[src/rtl/load_extend_if.sv]
// Request/result bundle for the load alignment and extension unit.
// The master side issues memory words and consumes extended results; the slave side is the unit.
interface load_extend_if #(
    parameter int DATA_WIDTH = 32,
    parameter int TAG_WIDTH  = 5
);
    localparam int OFF_W = $clog2(DATA_WIDTH / 8);

    logic                  in_valid;
    logic                  in_ready;
    logic [DATA_WIDTH-1:0] in_data;
    logic [OFF_W-1:0]      in_off;
    logic [2:0]            in_op;
    logic [TAG_WIDTH-1:0]  in_tag;

    logic                  out_valid;
    logic                  out_ready;
    logic [DATA_WIDTH-1:0] out_data;
    logic [TAG_WIDTH-1:0]  out_tag;
    logic                  out_misaligned;
    logic                  out_illegal;

    modport master (
        output in_valid, in_data, in_off, in_op, in_tag, out_ready,
        input  in_ready, out_valid, out_data, out_tag, out_misaligned, out_illegal
    );

    modport slave (
        input  in_valid, in_data, in_off, in_op, in_tag, out_ready,
        output in_ready, out_valid, out_data, out_tag, out_misaligned, out_illegal
    );
endinterface

[src/rtl/load_extend.sv]
// Load-data alignment and sign/zero extension for RV32/RV64, with a two-entry
// (output + skid) registered valid/ready buffer so in_ready never depends on out_ready.
module load_extend #(
    parameter int DATA_WIDTH = 32,
    parameter int TAG_WIDTH  = 5
) (
    input  logic         clk,
    input  logic         rst_n,
    load_extend_if.slave bus
);
    localparam int OFF_W = $clog2(DATA_WIDTH / 8);

    typedef struct packed {
        logic [DATA_WIDTH-1:0] data;
        logic [TAG_WIDTH-1:0]  tag;
        logic                  misaligned;
        logic                  illegal;
    } result_t;

    // Encoding is {or_valid, sr_valid}.
    typedef enum logic [1:0] {
        EMPTY = 2'b00,
        FULL1 = 2'b10,
        FULL2 = 2'b11
    } state_t;

    state_t  state_q, state_d;
    result_t or_q, sr_q, new_res;

    logic or_valid, sr_valid;
    logic in_fire, out_fire;
    logic or_load_new, or_load_sr, sr_load;

    logic [OFF_W+2:0]      shamt;
    logic [DATA_WIDTH-1:0] lane;
    logic [DATA_WIDTH-1:0] field_mask;
    logic [2:0]            off_ext;
    logic [2:0]            align_mask;
    logic                  sign_bit;
    logic                  illegal;
    logic                  misaligned;

    assign or_valid = state_q[1];
    assign sr_valid = state_q[0];

    assign bus.in_ready = rst_n && !sr_valid;
    assign in_fire      = bus.in_valid && bus.in_ready;
    assign out_fire     = or_valid && bus.out_ready;

    // Extension datapath: evaluated on the incoming request, ahead of the OR/SR writes.
    always_comb begin
        // NOTE: every variable written here gets a default first, so no latch can be inferred.
        align_mask = 3'b000;
        field_mask = '1;
        sign_bit   = 1'b0;
        new_res    = '0;

        shamt   = {bus.in_off, 3'b000};
        lane    = bus.in_data >> shamt;
        off_ext = 3'(bus.in_off);

        illegal = (bus.in_op == 3'b111)
               || ((DATA_WIDTH == 32) && (bus.in_op == 3'b011))
               || ((DATA_WIDTH == 32) && (bus.in_op == 3'b110));

        case (bus.in_op[1:0])
            2'd0: begin
                align_mask = 3'b000;
                field_mask = DATA_WIDTH'(8'hFF);
                sign_bit   = lane[7];
            end
            2'd1: begin
                align_mask = 3'b001;
                field_mask = DATA_WIDTH'(16'hFFFF);
                sign_bit   = lane[15];
            end
            2'd2: begin
                align_mask = 3'b011;
                field_mask = DATA_WIDTH'(32'hFFFF_FFFF);
                sign_bit   = lane[31];
            end
            default: begin
                align_mask = 3'b111;
                field_mask = '1;
                sign_bit   = lane[DATA_WIDTH-1];
            end
        endcase

        misaligned = !illegal && (|(off_ext & align_mask));

        // A full-width field leaves ~field_mask empty, so LW on RV32 and LD pass through untouched.
        new_res.data = (lane & field_mask)
                     | ({DATA_WIDTH{sign_bit & ~bus.in_op[2]}} & ~field_mask);
        if (illegal || misaligned) begin
            new_res.data = '0;
        end
        new_res.tag        = bus.in_tag;
        new_res.misaligned = misaligned;
        new_res.illegal    = illegal;
    end

    always_comb begin
        state_d     = state_q;
        or_load_new = 1'b0;
        or_load_sr  = 1'b0;
        sr_load     = 1'b0;

        case (state_q)
            EMPTY: begin
                if (in_fire) begin
                    state_d     = FULL1;
                    or_load_new = 1'b1;
                end
            end
            FULL1: begin
                if (in_fire && out_fire) begin
                    or_load_new = 1'b1;
                end else if (in_fire) begin
                    state_d = FULL2;
                    sr_load = 1'b1;
                end else if (out_fire) begin
                    state_d = EMPTY;
                end
            end
            FULL2: begin
                if (out_fire) begin
                    state_d    = FULL1;
                    or_load_sr = 1'b1;
                end
            end
            default: state_d = EMPTY;
        endcase
    end

    // NOTE: sequential state uses non-blocking <= so every flop samples pre-edge values.
    always_ff @(posedge clk or negedge rst_n) begin
        if (!rst_n) begin
            state_q <= EMPTY;
        end else begin
            state_q <= state_d;
        end
    end

    // NOTE: the payload registers are reset as well, because out_* must read zero during reset.
    always_ff @(posedge clk or negedge rst_n) begin
        if (!rst_n) begin
            or_q <= '0;
            sr_q <= '0;
        end else begin
            if (or_load_new) begin
                or_q <= new_res;
            end else if (or_load_sr) begin
                or_q <= sr_q;
            end
            if (sr_load) begin
                sr_q <= new_res;
            end
        end
    end

    assign bus.out_valid      = or_valid;
    assign bus.out_data       = or_q.data;
    assign bus.out_tag        = or_q.tag;
    assign bus.out_misaligned = or_q.misaligned;
    assign bus.out_illegal    = or_q.illegal;
endmodule

[src/flat_wrapper.sv]
// flat-port wrapper written by rule: the top's interface ports become plain ports
module load_extend_flat 
#(
    parameter int DATA_WIDTH = 32,
    parameter int TAG_WIDTH  = 5
)
  (clk, rst_n, bus_in_valid, bus_in_data, bus_in_off, bus_in_op, bus_in_tag, bus_out_ready, bus_in_ready, bus_out_valid, bus_out_data, bus_out_tag, bus_out_misaligned, bus_out_illegal);
  load_extend_if #(.DATA_WIDTH(DATA_WIDTH), .TAG_WIDTH(TAG_WIDTH)) bus_i ();
  input  logic clk;
  input  logic rst_n;
  input wire logic [$bits(bus_i.in_valid)-1:0] bus_in_valid;
  input wire logic [$bits(bus_i.in_data)-1:0] bus_in_data;
  input wire logic [$bits(bus_i.in_off)-1:0] bus_in_off;
  input wire logic [$bits(bus_i.in_op)-1:0] bus_in_op;
  input wire logic [$bits(bus_i.in_tag)-1:0] bus_in_tag;
  input wire logic [$bits(bus_i.out_ready)-1:0] bus_out_ready;
  output wire logic [$bits(bus_i.in_ready)-1:0] bus_in_ready;
  output wire logic [$bits(bus_i.out_valid)-1:0] bus_out_valid;
  output wire logic [$bits(bus_i.out_data)-1:0] bus_out_data;
  output wire logic [$bits(bus_i.out_tag)-1:0] bus_out_tag;
  output wire logic [$bits(bus_i.out_misaligned)-1:0] bus_out_misaligned;
  output wire logic [$bits(bus_i.out_illegal)-1:0] bus_out_illegal;
  assign bus_i.in_valid = bus_in_valid;
  assign bus_i.in_data = bus_in_data;
  assign bus_i.in_off = bus_in_off;
  assign bus_i.in_op = bus_in_op;
  assign bus_i.in_tag = bus_in_tag;
  assign bus_i.out_ready = bus_out_ready;
  assign bus_in_ready = bus_i.in_ready;
  assign bus_out_valid = bus_i.out_valid;
  assign bus_out_data = bus_i.out_data;
  assign bus_out_tag = bus_i.out_tag;
  assign bus_out_misaligned = bus_i.out_misaligned;
  assign bus_out_illegal = bus_i.out_illegal;
  load_extend #(.DATA_WIDTH(DATA_WIDTH), .TAG_WIDTH(TAG_WIDTH)) u_core (.clk(clk), .rst_n(rst_n), .bus(bus_i));
endmodule
[config.mk]
export PLATFORM = sky130hd
export DESIGN_NAME = load_extend_flat
export DESIGN_NICKNAME = d
export VERILOG_FILES = /design/src/rtl/load_extend_if.sv /design/src/rtl/load_extend.sv /design/src/flat_wrapper.sv
export SDC_FILE = /design/constraint.sdc
export NUM_CORES = 1
export LEC_CHECK = 0
export ABC_CLOCK_PERIOD_IN_PS = 2450
export CAP_MARGIN = 0
export CORE_ASPECT_RATIO = 0.8
export CORE_MARGIN = 3
export CORE_UTILIZATION = 35
export CTS_CLUSTER_DIAMETER = 50
export DETAILED_ROUTE_END_ITERATION = 8
export GPL_TIMING_DRIVEN = 0
export PLACE_DENSITY = 0.55
export SYNTH_ARGS = -nofsm -noshare
export SYNTH_HDL_FRONTEND = slang
export SYNTH_SLANG_ARGS = --single-unit
[constraint.sdc]
create_clock -name clk -period 2.45 [get_ports clk]
set_clock_uncertainty 0.2 [all_clocks]
set_input_delay 0.49 -clock clk [delete_from_list [all_inputs] [get_ports clk]]
set_output_delay 0.49 -clock clk [all_outputs]
set_load 0.02 [all_outputs]
Run 1, routing congestion:
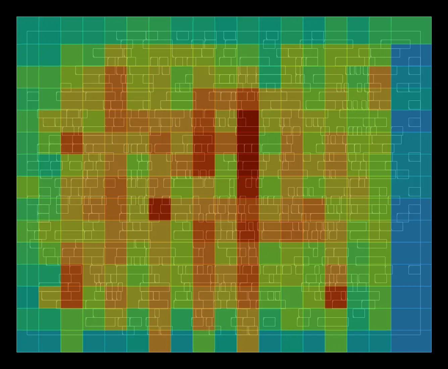
Tot GR Track Use: 20.5%
met3 Track Usage GR: 4.39%
Finished Core Util: 49.5%
GRT busiest layer: met1

Run 1, M3 wires:
Scale bar: 50 um. Cells faint in the background.
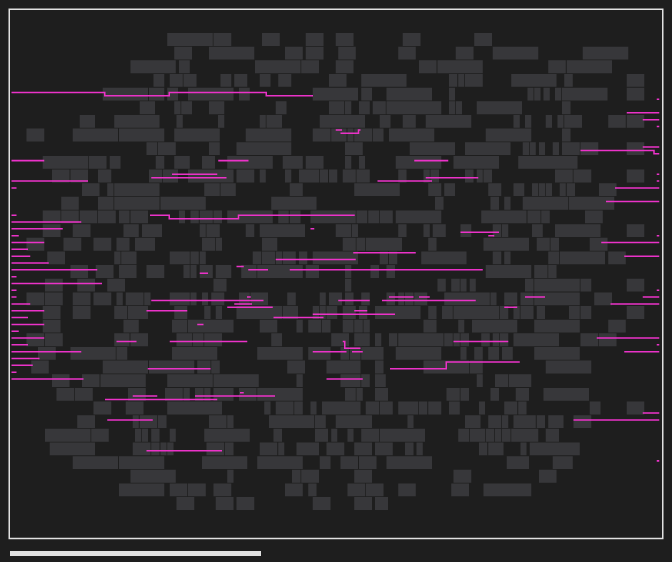
The wires run mostly horizontal. The layer holds 5.8% of the routed length. The layer carries 796 um of wire.
via count: 3901
routed wire length: 13800 um

Run 1, clock network drawn from the DEF:
Scale bar: 50 um.
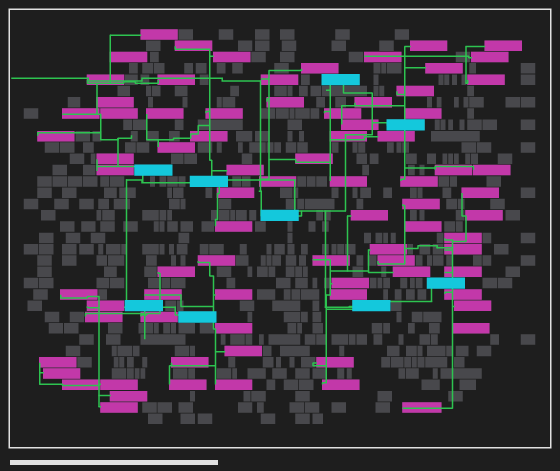
Magenta is flip-flops, count 80. Cyan is cells driving clock nets, count 9. Green is clock wires, length 1120 um.
There are 10 routed clock nets.
later-pin clock latency in the skew report: 0.34 ns
Clk power: 0.00154 W
clock power share: 25.3%

[run 1: synth_stat cells, drive strengths merged, types with 3 or more instances]
cell    count  area, sq um
ha          4         50.1
a31oi       8         50.1
a211oi     26          195
a221o       9         90.1
o21ai      20          100
o211ai      7         52.6
nor2       20         75.1
a311o       8         80.1
a211o      15          131
nor3        3         15.0
inv         3         11.3
dfrtp      80         2000
a21oi      24          120
and3        4         25.0
a22o        7         61.3
nand2      58          218
o22ai       8         50.1
nand3       9         45.0
mux2        7         78.8
clkbuf     19         71.3
nor2b       3         18.8
and2       19          119
buf        20          111
mux2i      30          300
o31ai       3         22.5
[run 1: per-layer routing]
layer  wire length [um]  GRT usage, %
met2               6020          29.2
met3                796          4.39
met1               6810          31.9
met5                  0             0
met4                140          4.15
==> results.yml, run 1 <==
# physical design summary
run_status:
  status: "complete, no violations"
die:
  die-width_um: 130
  tap-cell-count: 148
  core_area_sq_mm: 0.0117
  die_y_um: 105
  fp-row-count: 35
pwr:
  power_leader: "combinational logic"
  power_switching_w: 0.00207
  seqPwrFrac_pct: 36.0
synthesis:
  synth_nets: 487
  postSynthSeqShare_pct: 46.5
final_layout:
  regArea_sq_mm: 0.00200
  drive_gt1_share_pct: 12.2
  largestClassByArea: "combinational gates"
  lay_top_count: "clkdlybuf4s50_1"
  sh_comb_area_pct: 36.4
final_timing:
  slew_headroom_pct: 33.4
  rsz0062_at_grt: "yes"
  finalHoldViolations: 0
clock_tree:
  clk_path_buf_depth: 2
  ctsHoldBuffers: 2
  clockRootBuffer: "clkbuf_16"
place:
  place_area_sq_mm: 0.00534
  hpwl_um: 9830
  dp_slack_ns: -0.785
critical_path:
  path_class: "input port to flop"
  critPathCaptureType: "flop"
  cpMaxStageDelayCell: "clkdlybuf4s50_1"
drt:
  viasPerCell: 5.67
## Run 2: what changed since run 1
CORE_UTILIZATION = 52   (was 35)
GPL_ROUTABILITY_DRIVEN = 0   (was not set)
PLACE_DENSITY = 0.78   (was 0.55)
Run 2, M3 wires:
Scale bar: 20 um. Cells faint in the background.
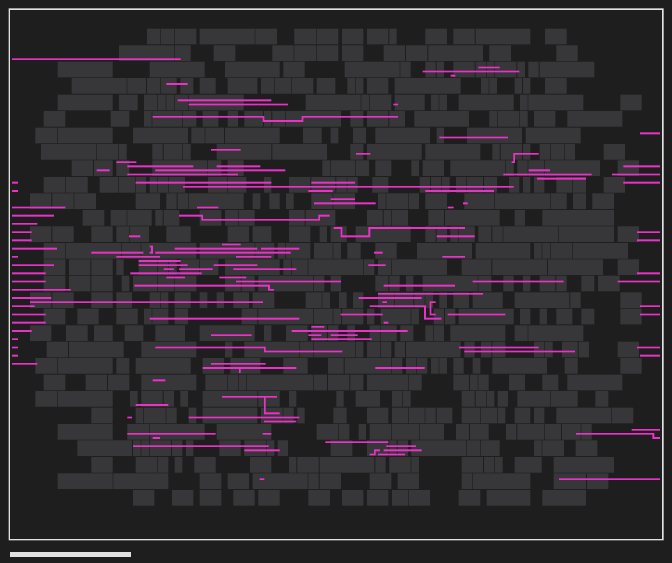
110 nets have wire on it. The layer holds 8.8% of the routed length. The longest straight run is 54.3 um.
via count: 4117
met3 Track Usage GR: 6.15%

==> run 2 against run 1 <==
Final area is 2.6% lower. Non-clock buffer count is 1 higher. Sequential share of layout area is 0.93 points higher. Maximum frequency is 0.74% lower. Cell count is 5.7% lower. Synthesized cell count stayed put. Combinational power hardly changed. First-iteration DRC count is 5.8% lower. Sequential power hardly changed. Clock power is 29% lower. Synthesized area stayed put. Critical endpoint is now u_core.bus.out_data[18]$_DFFE_PN0P_. Largest cell class unchanged.
==> results.yml, run 2 <==
# physical design summary
place:
  place_area_sq_mm: 0.00529
  dp_slack_ns: -0.734
  hpwl_um: 9120
pwr:
  powerClk_w: 0.00110
  clockPowerShare_pct: 19.4
  seqPwrFrac_pct: 38.8
  power_leader: "combinational logic"
synthesis:
  synthTopCellsByArea: "dfrtp_1 (47%), mux2i_1 (7.0%), nand2_1 (5.1%)"
  yosys.area.top_type_share_pct: 46.5
  synth_nets: 487
  common_cells: "dfrtp_1 (80), nand2_1 (58), mux2i_1 (30)"
  ys_cells: 437
final_timing:
  finalHoldViolations: 0
  slew_headroom_pct: 28.0
  rsz0062_at_grt: "no"
final_layout:
  sh_comb_area_pct: 37.5
  finish.utilization_pct: 70.9
  regArea_sq_mm: 0.00200
  lay_top_count: "clkdlybuf4s50_1"
  largestClassByArea: "combinational gates"
  drive_gt1_share_pct: 11.6
drt:
  wl_met1_um: 5570
  wl_met2_um: 6190
  viasPerCell: 6.34
  top_layer: "met4"
  route.met3.wl_um: 1150
critical_path:
  path_class: "input port to flop"
  critPathCaptureType: "flop"
grt:
  grt_use_met2_pct: 45.8
die:
  tap-cell-count: 108
  die-width_um: 108
  chipArea_sq_mm: 0.00941
  die_y_um: 87.4
  fp-row-count: 29
clock_tree:
  clock_latency_ns: 0.36
  clk_path_buf_depth: 2
  clockRootBuffer: "clkbuf_8"
run_status:
  status: "complete, no violations"
Run 2, signal wires by layer:
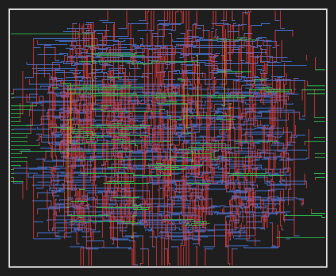
Blue is met1, wire length 5570 um. Red is met2, wire length 6190 um. Orange is met4, wire length 185 um. Green is met3, wire length 1150 um.
routed wire length: 13100 um
Tot GR Track Use: 28.3%

## run 2: worst min-delay path, cell delays in order, from the launching register on
cell     delay [ns]
dfrtp_1        0.35
nand2_1        0.05
nand2_1        0.06
## run 2: cell families (layout without fill, tap and decap cells)
| logic type | count (synthesis) | in the layout |
|---|---|---|
| flops | 80 | 80 |
| simple gates | 128 | 128 |
| compound gates | 144 | 144 |
| buf+inv | 43 | 147 |
| mux | 37 | 37 |
| fa+ha+maj | 4 | 4 |
| xor+xnor | 1 | 1 |
## run 2: timing repair
| item | 4_1_cts | 5_1_grt |
|---|---|---|
| gates resized | 8 | 14 |
| pin swaps | 1 | 0 |
| setup endpoints to repair | 72 | 49 |
| gates cloned | 1 | 0 |
| endpoints found under the hold margin | 34 | 0 |
| hold buffers | 5 | 0 |
| setup buffers | 1 | 0 |
## Run 3: what changed since run 2
==> constraint.sdc (replaced) <==
create_clock -name clk -period 2.45 [get_ports clk]
set_clock_uncertainty 0.2 [all_clocks]
set_input_delay 0.245 -clock clk [delete_from_list [all_inputs] [get_ports clk]]
set_output_delay 0.245 -clock clk [all_outputs]
set_load 0.02 [all_outputs]
Run 3, clock network drawn from the DEF:
Scale bar: 20 um.
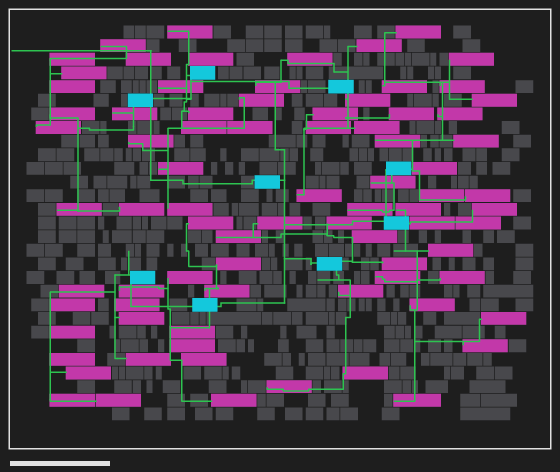
Green is clock wires, length 1010 um. Magenta is flip-flops, count 80. Cyan is cells driving clock nets, count 9.
Position of the flops: widely spread.
Clk power: 0.00110 W
later-pin clock latency in the skew report: 0.36 ns
clock power share: 19.4%

==> run 3 against run 2 <==
Clock-buffer cell count unchanged. Critical path depth rose by 1. Sequential cell count unchanged.
==> results.yml, run 3 <==
# physical design summary
run_status:
  status: "complete, no violations"
clock_tree:
  clockRootBuffer: "clkbuf_8"
  clk_path_buf_depth: 2
  ctsResizeCount: 5
  ctsHoldBuffers: 6
  post_cts_buffers: 0
place:
  dp_slack_ns: -0.489
  place_area_sq_mm: 0.00529
final_layout:
  sh_comb_area_pct: 37.3
  finish.utilization_pct: 70.7
  regArea_sq_mm: 0.00200
  largestClassByArea: "combinational gates"
  drive_gt1_share_pct: 11.4
drt:
  top_layer: "met4"
  route.met3.wl_um: 1130
  wl_met2_um: 6150
  wirelength_um: 13000
synthesis:
  top_cell: "dfrtp_1"
  top_area_cell: "dfrtp_1"
  yosysWarnings: 0
  synthTopCellsByArea: "dfrtp_1 (47%), mux2i_1 (7.0%), nand2_1 (5.1%)"
  postSynthSeqShare_pct: 46.5
  yosys.area.top_type_share_pct: 46.5
  synth_nets: 487
  common_cells: "dfrtp_1 (80), nand2_1 (58), mux2i_1 (30)"
  synth_cell_types: 46
critical_path:
  critPathCaptureType: "flop"
  path_class: "flop to flop"
grt:
  use_met1_pct: 38.6
  track_usage_pct: 28.0
  grt_use_met2_pct: 45.0
  busiest_layer: "met2"
die:
  chipArea_sq_mm: 0.00941
  tap-cell-count: 108
  core_area_sq_mm: 0.00798
  fp-row-count: 29
final_timing:
  slew_headroom_pct: 54.9
  finalHoldViolations: 0
  rsz0062_at_grt: "no"
Run 3, routing congestion:
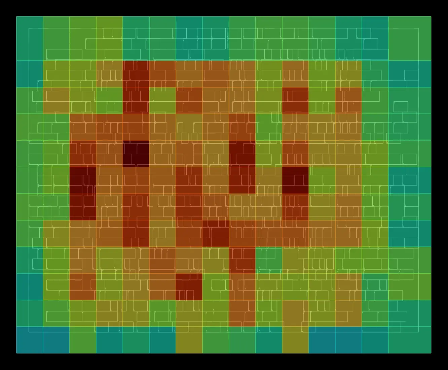
average wire per standard cell: 19.9 um
met3 Track Usage GR: 6.23%

run 3: cell types whose count changed in the layout (fill, tap and decap cells not counted), sizes merged:
cell and delta:
clkbuf +1, buf +2, bufbuf -1, dlygate4sd3 -1
run 3: worst max-delay path, stage by stage (launching register included):
cell,delay (ns)
dfrtp_1,0.44
inv_1,0.11
ha_2,0.24
and3_1,0.19
o221a_2,0.19
buf_4,0.17
nor3b_2,0.50
a311o_1,0.20
run 3: where the power goes:
part           total (W)  switching [W]  internal, W  leakage [nW]
registers        0.00220       0.000335      0.00186          1.03
clock network    0.00110       0.000500     0.000596         0.112
logic            0.00236        0.00120      0.00116          1.41
total            0.00565        0.00203      0.00362          2.56
Power and IR drop assume default switching activity.
